$ cat src/rtl/muldiv_unit.sv
// Iterative signed multiply/divide unit holding the MIPS HI/LO registers.
// Define MULDIV_FAST_MUL_EN to replace the shift-add multiply with a single-cycle multiplier.
module muldiv_unit #(
  parameter int WIDTH = 32,
  parameter int CNTW  = 6
) (
  input  logic             clk,
  input  logic             reset,
  input  logic             multE,
  input  logic             divE,
  input  logic [WIDTH-1:0] srcaE,
  input  logic [WIDTH-1:0] srcbE,
  output logic             busy,
  output logic             done,
  output logic [WIDTH-1:0] hi,
  output logic [WIDTH-1:0] lo,
  output logic             divzero
);

  typedef enum logic [1:0] {IDLE, RUN, FIX} state_t;

  state_t             state_q, state_d;
  logic [CNTW-1:0]    cnt_q, cnt_d;
  logic               is_div_q, is_div_d;
  logic               dz_q, dz_d;
  logic               res_neg_q, res_neg_d;
  logic               a_neg_q, a_neg_d;
  logic [WIDTH-1:0]   a_q, a_d;
  logic [WIDTH-1:0]   mag_q, mag_d;
  logic [2*WIDTH-1:0] acc_q, acc_d;
  logic [WIDTH-1:0]   hi_q, hi_d;
  logic [WIDTH-1:0]   lo_q, lo_d;
  logic               done_q, done_d;
  logic               divzero_q, divzero_d;
`ifdef MULDIV_FAST_MUL_EN
  logic [WIDTH-1:0]   b_q, b_d;
  logic [2*WIDTH-1:0] fast_prod;
`endif

  logic               start, start_div;
  logic [WIDTH-1:0]   abs_a, abs_b;
  logic [WIDTH:0]     mul_sum, div_shift, div_diff;
  logic [2*WIDTH-1:0] mul_next, div_next, prod_neg;
  logic [WIDTH-1:0]   quo, rem, quo_neg, rem_neg;

  // Multiply keeps {partial, multiplier} in acc; divide keeps {remainder, quotient}.
  always_comb begin
    start     = multE | divE;
    start_div = divE & ~multE;
    abs_a     = srcaE[WIDTH-1] ? -srcaE : srcaE;
    abs_b     = srcbE[WIDTH-1] ? -srcbE : srcbE;

    mul_sum   = {1'b0, acc_q[2*WIDTH-1:WIDTH]} + (acc_q[0] ? {1'b0, mag_q} : '0);
    mul_next  = {mul_sum, acc_q[WIDTH-1:1]};

    div_shift = {acc_q[2*WIDTH-1:WIDTH], acc_q[WIDTH-1]};
    div_diff  = div_shift - {1'b0, mag_q};
    div_next  = div_diff[WIDTH] ? {div_shift[WIDTH-1:0], acc_q[WIDTH-2:0], 1'b0}
                                : {div_diff[WIDTH-1:0],  acc_q[WIDTH-2:0], 1'b1};

    prod_neg  = -acc_q;
    quo       = acc_q[WIDTH-1:0];
    rem       = acc_q[2*WIDTH-1:WIDTH];
    quo_neg   = -quo;
    rem_neg   = -rem;
`ifdef MULDIV_FAST_MUL_EN
    fast_prod = $signed({{WIDTH{a_q[WIDTH-1]}}, a_q}) * $signed({{WIDTH{b_q[WIDTH-1]}}, b_q});
`endif
  end

  always_comb begin
    state_d   = state_q;
    cnt_d     = cnt_q;
    is_div_d  = is_div_q;
    dz_d      = dz_q;
    res_neg_d = res_neg_q;
    a_neg_d   = a_neg_q;
    a_d       = a_q;
    mag_d     = mag_q;
    acc_d     = acc_q;
    hi_d      = hi_q;
    lo_d      = lo_q;
    done_d    = 1'b0;
    divzero_d = divzero_q;
`ifdef MULDIV_FAST_MUL_EN
    b_d       = b_q;
`endif

    case (state_q)
      IDLE: begin
        if (start) begin
          a_d       = srcaE;
          a_neg_d   = srcaE[WIDTH-1];
          res_neg_d = srcaE[WIDTH-1] ^ srcbE[WIDTH-1];
          is_div_d  = start_div;
          cnt_d     = CNTW'(WIDTH - 1);
          dz_d      = 1'b0;
`ifdef MULDIV_FAST_MUL_EN
          b_d       = srcbE;
`endif
          if (start_div) begin
            mag_d     = abs_b;
            acc_d     = {{WIDTH{1'b0}}, abs_a};
            divzero_d = 1'b0;
            dz_d      = (srcbE == '0);
            state_d   = (srcbE == '0) ? FIX : RUN;
          end else begin
            mag_d     = abs_a;
            acc_d     = {{WIDTH{1'b0}}, abs_b};
`ifdef MULDIV_FAST_MUL_EN
            state_d   = FIX;
`else
            state_d   = RUN;
`endif
          end
        end
      end

      RUN: begin
        acc_d = is_div_q ? div_next : mul_next;
        if (cnt_q == '0) begin
          state_d = FIX;
        end else begin
          cnt_d = cnt_q - 1'b1;
        end
      end

      FIX: begin
        done_d  = 1'b1;
        state_d = IDLE;
        if (is_div_q) begin
          // A zero divisor reports all-ones quotient and the raw dividend.
          if (dz_q) begin
            lo_d      = '1;
            hi_d      = a_q;
            divzero_d = 1'b1;
          end else begin
            lo_d = res_neg_q ? quo_neg : quo;
            hi_d = a_neg_q ? rem_neg : rem;
          end
        end else begin
`ifdef MULDIV_FAST_MUL_EN
          {hi_d, lo_d} = fast_prod;
`else
          {hi_d, lo_d} = res_neg_q ? prod_neg : acc_q;
`endif
        end
      end

      default: state_d = IDLE;
    endcase
  end

  always_ff @(posedge clk) begin
    if (reset) begin
      state_q   <= IDLE;
      cnt_q     <= '0;
      is_div_q  <= 1'b0;
      dz_q      <= 1'b0;
      res_neg_q <= 1'b0;
      a_neg_q   <= 1'b0;
      a_q       <= '0;
      mag_q     <= '0;
      acc_q     <= '0;
      hi_q      <= '0;
      lo_q      <= '0;
      done_q    <= 1'b0;
      divzero_q <= 1'b0;
`ifdef MULDIV_FAST_MUL_EN
      b_q       <= '0;
`endif
    end else begin
      state_q   <= state_d;
      cnt_q     <= cnt_d;
      is_div_q  <= is_div_d;
      dz_q      <= dz_d;
      res_neg_q <= res_neg_d;
      a_neg_q   <= a_neg_d;
      a_q       <= a_d;
      mag_q     <= mag_d;
      acc_q     <= acc_d;
      hi_q      <= hi_d;
      lo_q      <= lo_d;
      done_q    <= done_d;
      divzero_q <= divzero_d;
`ifdef MULDIV_FAST_MUL_EN
      b_q       <= b_d;
`endif
    end
  end

  assign busy    = (state_q != IDLE);
  assign done    = done_q;
  assign hi      = hi_q;
  assign lo      = lo_q;
  assign divzero = divzero_q;

endmodule
$ cat config.mk
export PLATFORM = sky130hd
export DESIGN_NAME = muldiv_unit
export DESIGN_NICKNAME = d
export VERILOG_FILES = /design/src/rtl/muldiv_unit.sv
export SDC_FILE = /design/constraint.sdc
export NUM_CORES = 1
export LEC_CHECK = 0
export CAP_MARGIN = 20
export CORE_UTILIZATION = 54
export DETAILED_ROUTE_END_ITERATION = 12
export PLACE_DENSITY_LB_ADDON = 0.08
export SYNTH_ARGS = -nofsm -noshare
export SYNTH_HDL_FRONTEND = slang
export SYNTH_SLANG_ARGS = --single-unit
$ cat constraint.sdc
create_clock -name clk -period 3 [get_ports clk]
set_input_delay 0.3 -clock clk [delete_from_list [all_inputs] [get_ports clk]]
set_output_delay 0.3 -clock clk [all_outputs]
set_load 0.01 [all_outputs]
Metal 4:
The bar under the picture is 50 um long. Supply wires on this layer in gray.
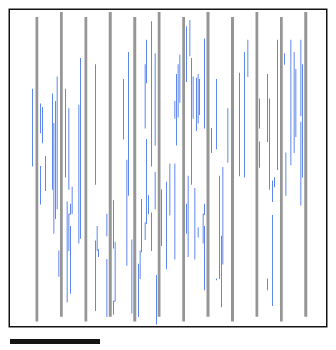
- longest straight run: 100 um
- nets with wire on the layer: 76

Routed metal per tile:
The bar under the picture is 50 um long. The die is cut into 35 by 35 equal tiles; dark purple is low, yellow is high, scaled to the fullest tile. Values are wire area over tile area, all layers added.
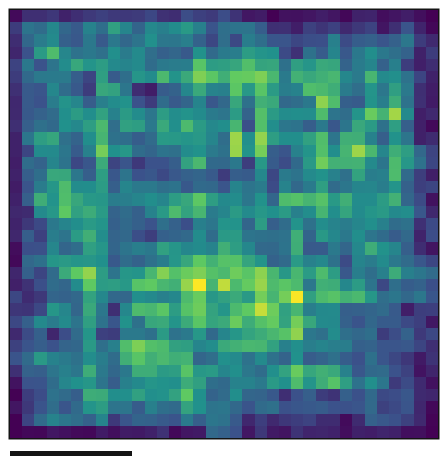
- nearly empty tiles: 0.80%
- fullest tile: 0.90
- emptiest ninth of the die: south-east

Clock distribution:
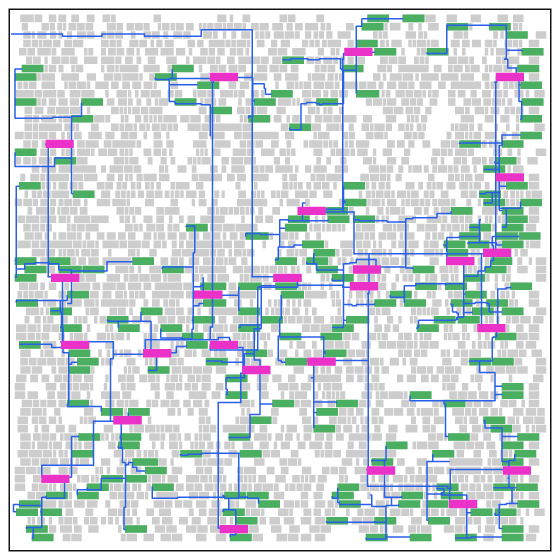
- magenta: clock-net drivers (count 25)
- green: flip-flops (count 205)
- blue: clock wires (length 2990 um)
- routed clock nets: 26
- flops lie: spread over the die

[layer usage]
metal | routed length, um | share of wire, % | GRT usage [%] | vias up
met3 | 6530 | 10 | 6.67 | 196
met5 | 16 | 0.025 | 0 | -
met2 | 27400 | 43 | 61.7 | 1069
met1 | 27200 | 42 | 56.6 | 8769
met4 | 3330 | 5.2 | 19.5 | 2
li1 | - | - | - | 8587
[repair_timing]
action	4_1_cts	5_1_grt
buffers inserted	10	11
resized	35	112
endpoints found under the setup margin	47	57
pin swaps	20	50
cloned	1	0
[final cells by class]
cell class / instances / area, sq um / share of cell area [%]
inverter: 68 / 263 / 1.23
clock inverter: 7 / 91.3 / 0.427
sequential: 205 / 4120 / 19.3
tap: 390 / 488 / 2.28
clock buffer: 37 / 731 / 3.42
multi-input combinational: 1769 / 11900 / 55.6
timing repair buffer: 447 / 3800 / 17.8
[cells by family after synthesis]
logic type / Yosys count / synth area share (%)
buf+inv: 228 / 5.47
simple gates: 755 / 21.5
xor+xnor: 191 / 10.3
compound gates: 681 / 27.5
fa+ha+maj: 72 / 5.64
mux: 70 / 4.34
flops: 205 / 25.3
[layout by cell type, fill, tap and decap left out, types with 28 or more instances in the layout]
cell type          n
xor2_1            85
ha_1              59
inv_1             65
nand2_1          263
o211ai_1          55
o21ai_0          131
a211oi_1          39
nor3_1            28
buf_4            299
nor2_1           245
o31ai_1           28
clkdlybuf4s50_1  133
xnor2_1          103
dfxtp_1          195
a21oi_1          156
mux2i_1           66
[flip-flops by register name, indices dropped and copies added (netlist names)]
register   count
mag_q         32
a_q           31
divzero        1
done           1
dz_q           1
state_q        2
a_neg_q        1
acc_q         64
is_div_q       1
cnt_q          6
hi            32
lo            32
res_neg_q      1
==> results_slide.txt <==
Synthesis and Place & Route Summary

Logic synthesis
  • Mean cell area of the mapped netlist: around 7.4 sq um
  • Cell count listed in synth_stat.txt: 2202
  • Proportion of register bits with asynchronous set or reset after synthesis: 0%
  • Number of library cell types mapped by synthesis: about 85
  • Number of instances in the synthesized netlist: 2202
  • Largest type area fraction: 25.3%
  • Floorplan Nets: 2342
  • Register bit total from synthesis: 205
  • Largest area contributor in the netlist: dfxtp_1
  • Post-synth design cell area: 16200 sq um
  • Yosys stat area: roughly 16000 sq um

Drt
  • Post-detailed-routing wire length: roughly 64000 um
  • Number of DRC violations after detailed routing: 0
  • Routed wire per std cell: 22.1 um
  • Via density: 6.37
  • Drt pass-1 iters: 7
  • Residual antenna-violating net count after detailed routing: 0
  • Number of vias in the routed layout: 18600

Power and ir drop
  • Switching power as a share of total power: 38.7%
  • Clock group total power: 3.10 mW
  • Power attributed to combinational cells: 4.92 mW
  • Static leakage power: 8.67 nW
  • Fraction of power consumed by the clock network: 27.3%
  • Proportion of power drawn by combinational gates: 43.4%
  • Post-layout total power: between 10 and 15 mW
  • Power consumed by sequential cells: 3.32 mW
  • Internal power component: 6.94 mW
  • Seq pwr share: between 20% and 30%

Global route
  • Largest net degree at the start of global routing: 86
  • Total congestion overflow after global routing: 0
  • Number of global-route vias before repair: 17400
  • Combined global-route utilization of all metal layers: 40.9%
  • Initial antenna violation count: 2

Cells and area
  • Final Cell Area: 21400 sq um
  • Final core occ: 72.1%
  • Antenna diodes: 0
  • Fraction of layout cells with a size suffix above 1: 19.3%
  • Total Nets Final: 2656
  • Count of non-filler cells in the finished layout: 2923
  • Fillers: roughly 2500

CTS
  • Num CTS Buffers: 25
  • CTS root buffer: clkbuf_16
  • Clock H-tree levels: 1
  • Clock-pin transition on the worst setup and hold timing paths: 0.06 ns
  • Number of hold buffers added after cts: 0
  • Clock tree from TritonCTS: yes
  • Maximum buffer depth of the clock tree: 3
  • Number of sinks driven by the clock tree: ~200

Die
  • Starting utilization of the core area: a little over half
  • Row count: 63
  • Count of boundary I/O pins: 135
  • Area enclosed by the die boundary: 30800 sq um
  • Placeable core area: between 20000 and 30000 sq um
  • Die height: 175 um
  • Horizontal die dimension: 175 um

Outcome
  • Violations in the final reports: setup timing
  • Outcome: finished with violations

Job
  • Max-cap violations: 0
  • Number of logged tool warnings: 30

Setup path
  • Worst setup path start: acc_q[0]
  • Slowest stage cell on the critical path: or4_1
  • Worst setup endpoint: acc_q[61]
  • R2R setup slack: -0.04 ns
  • Total stage count of the critical path: 13
  • Worst setup path category: flop to flop
  • Arrival time at the worst endpoint: about 3.4 ns
  • Cell Chain, Critical Path: and2_4, ha_4, inv_2, fa_2, nor2b_4, o2111ai_4, a31oi_4, a31oi_4, o21ai_4, a21oi_4, or4_1, a32oi_1, a311oi_1
  • Reg-to-reg critical path endpoint: acc_q[61]
  • Startpoint type of the worst setup path: flop
  • Critical path fanouts, max: 4
  • Most frequent CP cell: a31oi_4
  • R2r startpoint: acc_q[0]
  • Req. time, crit path: 3.40 ns

Hold path
  • Class of the tightest hold or removal check: input port to flop
  • Endpoint of the worst hold path: lo[10]
  • Cell depth of the worst min-delay path: 2
  • HP Start: reset

STA
  • Skew final: 0.0192 ns
  • Final-layout worst hold slack: 0.249 ns
  • Final Cycle Share: 101%
  • Max frequency: around 330 MHz
  • Setup tns final: -0.0661 ns
  • Number of hold-slack violations in the final timing report: 0
  • Final critical path time including I/O delays and setup: between 3 and 4 ns
  • Pin slew with the least headroom to its limit: 1.05 ns
  • Final setup violating endpoints: 2
  • Crit path setup slack, layout: -0.0380 ns
  • Setup repair after global routing missed its margin: true
  • Remaining max-slew budget at the tightest pin: 29.5%

Placed design
  • Count of port buffers added during placement: between 100 and 150
  • Number of placed instances, taps included: between 2000 and 3000
  • Routability congestion estimate from global placement: 1.05
  • Worst slack, placed: -0.321 ns
Power and IR drop assume default switching activity.
